==> src/rtl/alu_pkg.sv <==
// Shared definitions for the ALU command sequencer: opcodes, FSM states and data width.
package alu_pkg;

  localparam int DW = 4;

  localparam logic [2:0] OP_ADD = 3'b000;
  localparam logic [2:0] OP_SUB = 3'b001;
  localparam logic [2:0] OP_OR  = 3'b010;
  localparam logic [2:0] OP_AND = 3'b011;
  localparam logic [2:0] OP_SHL = 3'b100;
  localparam logic [2:0] OP_SHR = 3'b101;
  localparam logic [2:0] OP_ROL = 3'b110;
  localparam logic [2:0] OP_ROR = 3'b111;

  typedef enum logic [1:0] {
    IDLE = 2'd0,
    EXEC = 2'd1,
    HOLD = 2'd2
  } state_t;

  // Only add/sub produce a carry worth keeping for multi-nibble chains.
  function automatic logic is_arith(input logic [2:0] op);
    return (op == OP_ADD) || (op == OP_SUB);
  endfunction

endpackage

==> src/rtl/alu_seq.sv <==
// Command sequencer and accumulator feeding an external 4-bit ALU; registers the
// ALU inputs, captures the result after a settle interval and hands it downstream.
module alu_seq
  import alu_pkg::*;
#(
  parameter int unsigned EXEC_CYCLES = 1
) (
  input  logic          clk,
  input  logic          rst_n,
  input  logic          cmd_valid,
  output logic          cmd_ready,
  input  logic [2:0]    cmd_op,
  input  logic [DW-1:0] cmd_a,
  input  logic [DW-1:0] cmd_b,
  input  logic          cmd_cin,
  input  logic          cmd_use_acc,
  input  logic          cmd_chain,
  output logic [DW-1:0] alu_a,
  output logic [DW-1:0] alu_b,
  output logic          alu_cin,
  output logic [2:0]    alu_ctrl,
  input  logic [DW-1:0] alu_out,
  input  logic          alu_cout,
  output logic          res_valid,
  input  logic          res_ready,
  output logic [DW-1:0] res_data,
  output logic          res_cout
);

  localparam logic [3:0] CNT_LOAD = 4'(EXEC_CYCLES - 1);

  state_t        state_q, state_d;
  logic [3:0]    cnt_q, cnt_d;
  logic [DW-1:0] acc_q, acc_d;
  logic          carry_q, carry_d;
  logic [DW-1:0] alu_a_q, alu_a_d;
  logic [DW-1:0] alu_b_q, alu_b_d;
  logic          alu_cin_q, alu_cin_d;
  logic [2:0]    alu_ctrl_q, alu_ctrl_d;

  always_comb begin
    state_d    = state_q;
    cnt_d      = cnt_q;
    acc_d      = acc_q;
    carry_d    = carry_q;
    alu_a_d    = alu_a_q;
    alu_b_d    = alu_b_q;
    alu_cin_d  = alu_cin_q;
    alu_ctrl_d = alu_ctrl_q;

    unique case (state_q)
      IDLE: begin
        if (cmd_valid) begin
          alu_ctrl_d = cmd_op;
          alu_a_d    = cmd_use_acc ? acc_q : cmd_a;
          alu_b_d    = cmd_b;
          alu_cin_d  = cmd_chain ? carry_q : cmd_cin;
          cnt_d      = CNT_LOAD;
          state_d    = EXEC;
        end
      end
      EXEC: begin
        if (cnt_q == 4'd0) begin
          acc_d   = alu_out;
          // Logic and shift ops leave the carry flag for a later chained add/sub.
          if (is_arith(alu_ctrl_q)) carry_d = alu_cout;
          state_d = HOLD;
        end else begin
          cnt_d = cnt_q - 4'd1;
        end
      end
      HOLD: begin
        if (res_ready) state_d = IDLE;
      end
      default: state_d = IDLE;
    endcase
  end

  always_ff @(posedge clk or negedge rst_n) begin
    if (!rst_n) begin
      state_q    <= IDLE;
      cnt_q      <= 4'd0;
      acc_q      <= '0;
      carry_q    <= 1'b0;
      alu_a_q    <= '0;
      alu_b_q    <= '0;
      alu_cin_q  <= 1'b0;
      alu_ctrl_q <= OP_ADD;
    end else begin
      state_q    <= state_d;
      cnt_q      <= cnt_d;
      acc_q      <= acc_d;
      carry_q    <= carry_d;
      alu_a_q    <= alu_a_d;
      alu_b_q    <= alu_b_d;
      alu_cin_q  <= alu_cin_d;
      alu_ctrl_q <= alu_ctrl_d;
    end
  end

  assign cmd_ready = (state_q == IDLE);
  assign res_valid = (state_q == HOLD);
  assign res_data  = acc_q;
  assign res_cout  = carry_q;
  assign alu_a     = alu_a_q;
  assign alu_b     = alu_b_q;
  assign alu_cin   = alu_cin_q;
  assign alu_ctrl  = alu_ctrl_q;

endmodule

==> config.mk <==
export PLATFORM = sky130hd
export DESIGN_NAME = alu_seq
export DESIGN_NICKNAME = d
export VERILOG_FILES = /design/src/rtl/alu_pkg.sv /design/src/rtl/alu_seq.sv
export SDC_FILE = /design/constraint.sdc
export NUM_CORES = 1
export LEC_CHECK = 0
export ABC_AREA = 0
export ABC_CLOCK_PERIOD_IN_PS = 1780
export CAP_MARGIN = 40
export CORE_MARGIN = 1.5
export CORE_UTILIZATION = 42
export DETAILED_ROUTE_END_ITERATION = 8
export PLACE_DENSITY = 0.77
export SYNTH_ARGS = -nofsm -noshare
export SYNTH_HDL_FRONTEND = slang
export SYNTH_SLANG_ARGS = --single-unit
export TNS_END_PERCENT = 5
==> constraint.sdc <==
create_clock -name clk -period 1.78 [get_ports clk]
set_input_delay 0.178 -clock clk [delete_from_list [all_inputs] [get_ports clk]]
set_output_delay 0.178 -clock clk [all_outputs]
set_load 0.02 [all_outputs]
**Routing congestion**

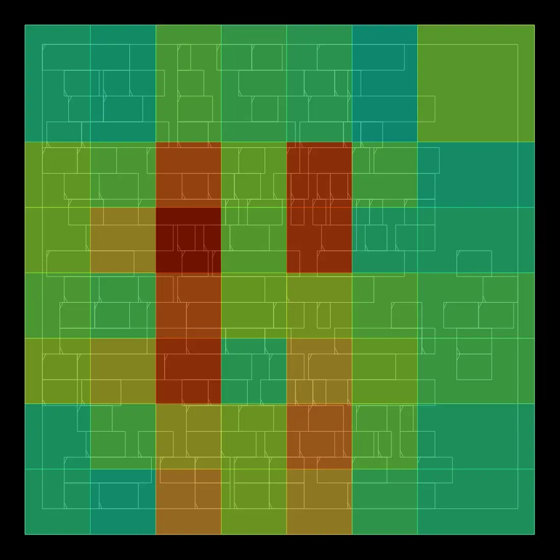
Wirelength per Cell: 13.61 um
global-route met1 utilization: 0.1957

**Sequential cells coloured by netlist name**

Drawn at 4 px/um. Other sequential cells in the stronger grey, the rest of the logic in the fainter grey.
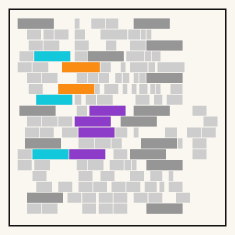
| colour | netlist name | placed flops |
|---|---|---|
| orange | state_q | 2 |
| cyan | alu_ctrl | 3 |
| purple | res_data | 4 |
not coloured: 14
fraction of area in registers: 0.3703
utilization after layout: 0.6346
power in sequential cells: 0.965 mW

==> results.txt <==
The flow completed. STA lists the endpoint of the worst register-to-register path as res_data[2]. Global routing finished with a remaining overflow of 0. For reference, the top logic cell family by area is multiplexers. Number of clock-tree buffers in the layout landed at 4. Number of sinks on the clock net landed at 23.

The final layout contains routed wiring with a total length of about 2200 um. The routed design uses roughly 1100 um of met2 wire. Post-synth area from yosys stat landed at approximately 1100 um^2. Count of non-CTS buffers in the layout landed at approximately 46. The layout report lists the clock-cell share of area as 0.01687. Data on the critical path arrives at its endpoint at roughly 1.8 ns. ~55 cells are multi-input combinational gates. Of the post-synthesis cell area, the dominant cell type holds 0.5324.

Setup slack on the worst flop-to-flop path landed at 0.18 ns. Per the CTS log, the maximum H-tree level is 1. Share of the clock period used by the worst path after layout landed at 0.8993. Area of placed instances landed at between 1500 and 2000 um^2. The layout summary lists the proportion of cells stronger than drive strength 1 as 0.2290. Number of port buffers landed at a little over 40.

Final-layout setup total negative slack landed at 0 ns. Adder and majority gate portion of the synthesized area landed at 0.01157. The critical path ends at res_data[2]. Hold buffer count at CTS landed at 0. After synthesis the netlist holds a flip-flop and latch count of 23. The worst path meets setup with between 0.15 and 0.2 ns of slack.

According to the cell report, flip-flops and latches in the layout number 23. Looking at the critical path, the highest net fanout was 6. Fraction of registers with async set/reset landed at 1.000.

Summed over all instances, the cell type with the most area after synthesis is sky130_fd_sc_hd__dfrtp_1. Total routed wire length on the met1 layer landed at 873 um. The area taken by sequential standard cells is reported as 576.8 um^2. Measured slew at the worst slew-check pin landed at between 0.4 and 0.5 ns.

The via count of the first global-routing pass is 825. Pin count of the biggest net entering global routing landed at 24. In this run the remaining antenna-violating nets after routing total 0. Global placement routability congestion landed at between 0.8 and 0.9. After detailed routing, the number of remaining DRC violations is 0.

Buffer levels on the longest clock path landed at 2. For the clock group, total power comes out at approximately 0.24 mW. The net switching power in the latest report is between 1 and 1.5 mW.

According to the finish report, the design has a final net count of about 160. Number of pins exceeding their max-slew limit in the final report landed at 0. Synthesized netlist net count landed at 109. Ranked by total cell area, the synthesized netlist is headed by sky130_fd_sc_hd__dfrtp_1 (53%), sky130_fd_sc_hd__mux2_2 (14%), sky130_fd_sc_hd__mux2i_1 (4.6%).

Cell area after technology mapping landed at between 1000 and 1500 um^2. Hold is met by between 0.15 and 0.2 ns. Height of the die landed at 53.74 um. Power of the combinational group landed at between 1.5 and 2 mW. The layer flagged by global routing as most heavily used is met2. Worst max-slew margin expressed relative to the limit landed at 0.7251.

Number of antenna violations at the first check in global routing landed at 0. The routed design shows a via density per instance of roughly 5.1. Total number of placement rows landed at 18.

In this run the layout overhead on the synthesized area is reported as 44.10%. Number of instances in the placed design landed at 157. Max capacitance violation total landed at 0. By startpoint and endpoint, the worst setup path is classified as register to register.

The launch point of the worst register-to-register path is recorded as cnt_q[0]. The worst path needs 1.601 ns of the cycle, external delays included. Leaving out the clock tree, the finished layout contains an inverter count of 3. In this run the mean area of a mapped cell was around 13 um^2. The worst hold path belongs to the class input port to asynchronous set/reset pin. The worst setup path is launched from a register. Number of tapcells landed at 30. The final antenna diode tally reported by the flow is 0. Final count of hold timing violations landed at 0. The root buffer cell chosen for the clock tree is sky130_fd_sc_hd__clkbuf_4.

Switching power as a fraction of the total was reported as 0.3868. Of the post-synthesis cell area, the part taken by muxes is 0.1817. The share of total power dissipated in sequential elements is 0.354.

The run finished with clean final reports. Share of synthesized cell area in and, or, nand and nor gates landed at 0.1551. For this run, the register share of the synthesized area comes to 0.5324. Per the STA report, the cell with the highest stage delay on the worst path is sky130_fd_sc_hd__dfrtp_1. Highest cell delay on the worst timing path landed at 0.42 ns. Total die size landed at between 2000 and 3000 um^2. Per the repair_timing log after CTS, setup buffers inserted total 0. The finished cells cover between 1500 and 2000 um^2.

TritonCTS built the clock tree. Cell resize tally after clock tree synthesis landed at 3. On the critical path the largest part of the delay comes from simple AND/OR/NAND/NOR gates. Per the log, the first TritonRoute iteration ended with a DRC count of 7. The filler cells instantiated in the layout total around 190.

The first global-routing pass estimated roughly 3500 um of wire. Detailed-routed wire length on met3 landed at approximately 120 um. The clock arrives with about 0.014 ns of skew.

Count of vias placed by the detailed router landed at between 800 and 900. Total power divided by cell area landed at between 1500 and 2000 nW/um^2. The synthesis stats list as the most numerous cell sky130_fd_sc_hd__dfrtp_1. The cell count after synthesis came out at between 80 and 90. After layout, the design draws a total of ~2.7 mW.

Clock tree synthesis inserted a total of 3 buffers.
Power is estimated from default activity; no workload was simulated.
